Design pipe_ctrl_flat, sky130hd; sources not shown.
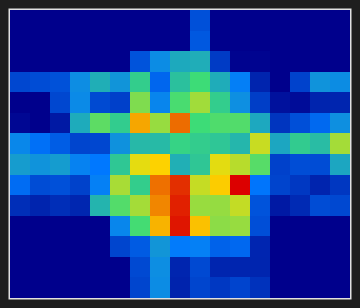
Figure 1: run 1, wiring heat map.
Scale: 4 px per um. The die is cut into 17 by 14 equal tiles; dark blue is low, red is high, scaled to the fullest tile. Values are wire area over tile area, all layers added.
tiles over half the peak = 16%
nearly empty tiles = 37%
fullest tile = 0.37
emptiest ninth of the die = lower left
Vias: 1,013
final WL: 3.14 mm
GRT Total Usage: 9.84%

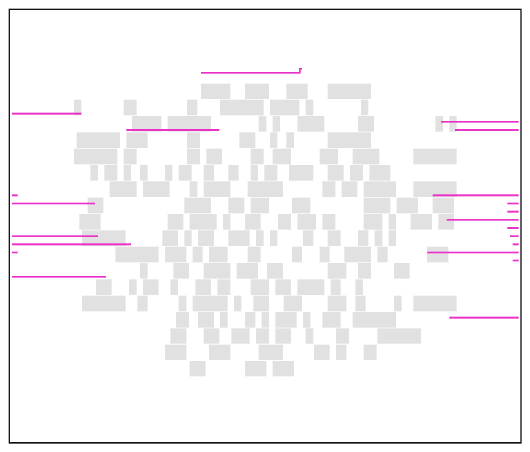
Figure 2: run 1, signal wires on met3.
Scale: 6 px per um. Cells faint in the background.
nets with wire on the layer = 21
main direction = horizontal
wire length on this layer = 190 um
GR Util met3: 4.02%

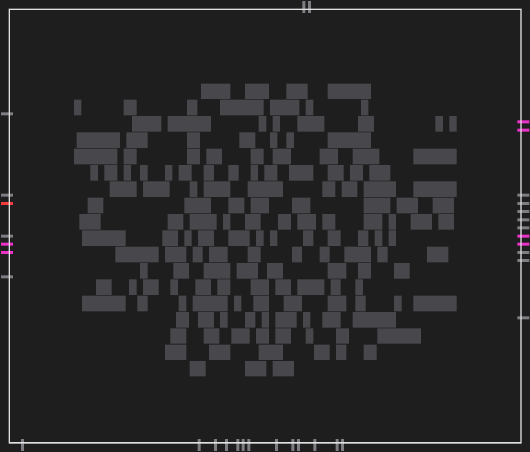
Figure 3: run 1, I/O pins on the die edge.
Scale: 6 px per um. Pins as bars across the die edge, other pins in grey.
`bus_halted` -> red  # pins 1, direction output, edge left
`bus_flush` -> magenta  # pins 6, direction output, edge 4 right, 2 left
all pins by edge = 13 bottom, 12 right, 7 left, 2 top
Die Width: 85.0 um
chip height: 72.0 um
I/O Buffers: 29

==> impl_metrics.ini, run 1 <==
; generated from flow reports
[yosys]
mux_area_share_pct = 3.70
syn_avg_cell_area_um2 = 7.39
syn_area_um2 = 880
edf_count = 0
ys_async_sr_fraction_pct = 0
yosysChipArea_um2 = 880
ff_type = dfxtp_1
top_cell = nor2_1
yosys_warnings = 0
ys_cells = 119
compound_area_share_pct = 25.6
synth_flop_count = 6
synth.area.top_cells = ha_1 (14%), dfxtp_1 (14%), nor2_1 (7.3%)
top_area_share_pct = 14.2
synthCells = 119
ys_seq_share_pct = 13.7
adder_share_pct = 14.2

[layout]
seqCellArea_um2 = 120
final-comb-area_um2 = 701
lay_top_count = buf_4
diodes = 0
buf_share_pct = 30.9
fillers = 379
largest_register_ffs = 3
largest_class = combinational gates
drive_above_1_share_pct = 24.4
sh_seq_area_pct = 8.71
nClkBuffers = 3
comb_share_pct = 50.8
fin_nets = 183
nMultiInputCombCells = 97

[routing]
met1_length_mm = 1.58
firstDrtPassIters = 4
viasPerCell = 5.17
top_layer = met3
routedWlPerCell_um = 16.0
drc = 0
drtAntennaViolNets = 0

[sta]
setup_violations = 0
finalHoldViolCount = 0
worst_pin_slew_ns = 0.528
slew_headroom_pct = 64.8
rsz0062_at_grt = false
setup_ws_ns = 0.177
finalClockPeriodUsage_pct = 96.7

[power]
power_leakage_nw = 0.577
total_power_uw = 331
p_int_uw = 165
p_clk_uw = 67.6
power_frac_seq_pct = 15.8
max-vdd-ir-drop_uv = 165
pg_comb_uw = 211
clockPowerShare_pct = 20.4
top_power_group = combinational logic

[setup_path]
cp_common_cell = nand3_1
cp.depth = 12
rr_worst_depth = 6
start_kind = primary input
required_ns = 4.19
critPathArrivalTime_ns = 4.01
slowest_stage = or4_4
path_delay_family = simple AND/OR/NAND/NOR gates
reg2reg_slack_ns = 3.56
worst_setup_path_end_kind = output port

[min_path]
min_path_type = flop to flop
min_path_cells = 2

[global_routing]
grt_first_pass_wirelength_mm = 5.12
use_met1_pct = 13.4
antenna_found_initial = 0
grt_busiest_layer = met2
grt_max_degree = 14

[place]
gp_congestion = 0.850
place_area_mm2 = 0.00131
place_ws_ns = 0.188
hpwlAfterDp_mm = 2.62

[clock_tree]
cts_htree_levels = 1
ctsRootBufferMaster = clkbuf_8
cts_setup_buffers = 0
clock_sinks = 6
numCtsBuffers = 3

[floorplanning]
chip_area_mm2 = 0.00612
nWellTaps = 40

[run_status]
status = completed

[flow_run]
warnings = 31
--- run 2 (diff from run 1) ---
--- a/config.mk
+++ b/config.mk
@@ -5,6 +5,7 @@
 export SDC_FILE = /design/constraint.sdc
 export NUM_CORES = 1
 export LEC_CHECK = 0
+export CAP_MARGIN = 0
 export CELL_PAD_IN_SITES_DETAIL_PLACEMENT = 1
 export CELL_PAD_IN_SITES_GLOBAL_PLACEMENT = 2
 export CORE_ASPECT_RATIO = 0.8
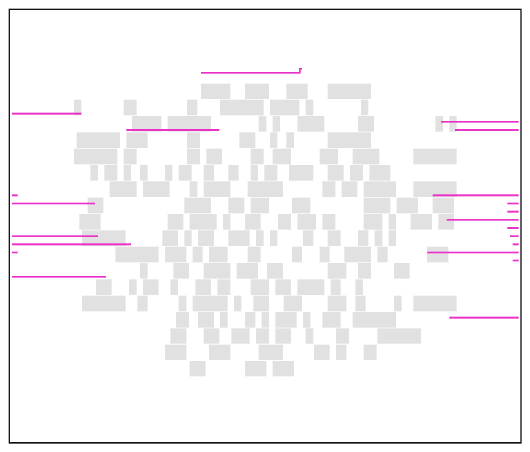
Figure 4: run 2, signal wires on met3.
Scale: 6 px per um. Cells faint in the background.
longest straight run = 19.6 um
nets with wire on the layer = 21

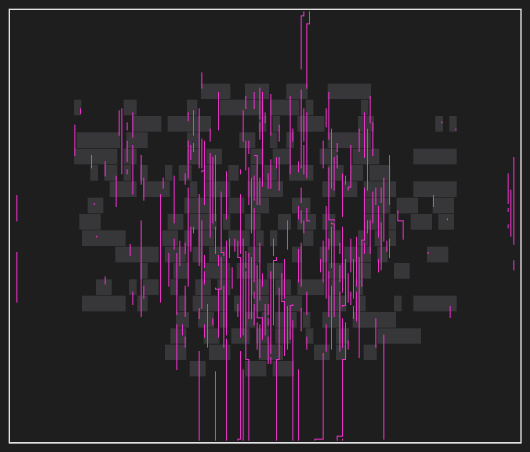
Figure 5: run 2, met2 routing.
Scale: 6 px per um. Cells faint in the background.
wire length on this layer = 1,370 um
nets with wire on the layer = 158
grt met2 use: 14.5%

==> impl_metrics.ini, run 2 <==
; generated from flow reports
[run_status]
status = completed

[clock_tree]
ctsRootBufferMaster = clkbuf_8
numCtsBuffers = 3
clock_sinks = 6

[floorplanning]
nWellTaps = 40
chip_area_mm2 = 0.00612
die_height_um = 72.0
die_width_um = 85.0

[routing]
wl_mm = 3.14
routedWlPerCell_um = 16.0
met1_length_mm = 1.58
top_layer = met3

[layout]
buf_share_pct = 30.9
seqCellArea_um2 = 120
largest_class = combinational gates
diodes = 0
lay_top_count = buf_4
comb_share_pct = 50.8
fillers = 379
final-comb-area_um2 = 701
nMultiInputCombCells = 97

[yosys]
synth_flop_count = 6
ff_type = dfxtp_1
mux_area_share_pct = 3.70
edf_count = 0
compound_area_share_pct = 25.6
adder_share_pct = 14.2
top_area_share_pct = 14.2
synthCells = 119
yosysChipArea_um2 = 880

[place]
place_area_mm2 = 0.00131
hpwlAfterDp_mm = 2.62
numPortBuffers = 29

[sta]
worst_pin_slew_ns = 0.528
rsz0062_at_grt = false
setup_violations = 0
finalClockPeriodUsage_pct = 96.7
setup_ws_ns = 0.177
slew_headroom_pct = 64.8

[power]
total_power_uw = 331
power_frac_seq_pct = 15.8
pg_comb_uw = 211
max-vdd-ir-drop_uv = 165
top_power_group = combinational logic
power_leakage_nw = 0.577
p_clk_uw = 67.6

[global_routing]
grt_max_degree = 14
antenna_found_initial = 0
grt_busiest_layer = met2

[setup_path]
rr_worst_depth = 6
cp.depth = 12
slowest_stage = or4_4
critPathArrivalTime_ns = 4.01
worst_setup_path_end_kind = output port
reg2reg_slack_ns = 3.56

[min_path]
min_path_cells = 2
min_path_type = flop to flop

[flow_run]
warnings = 31
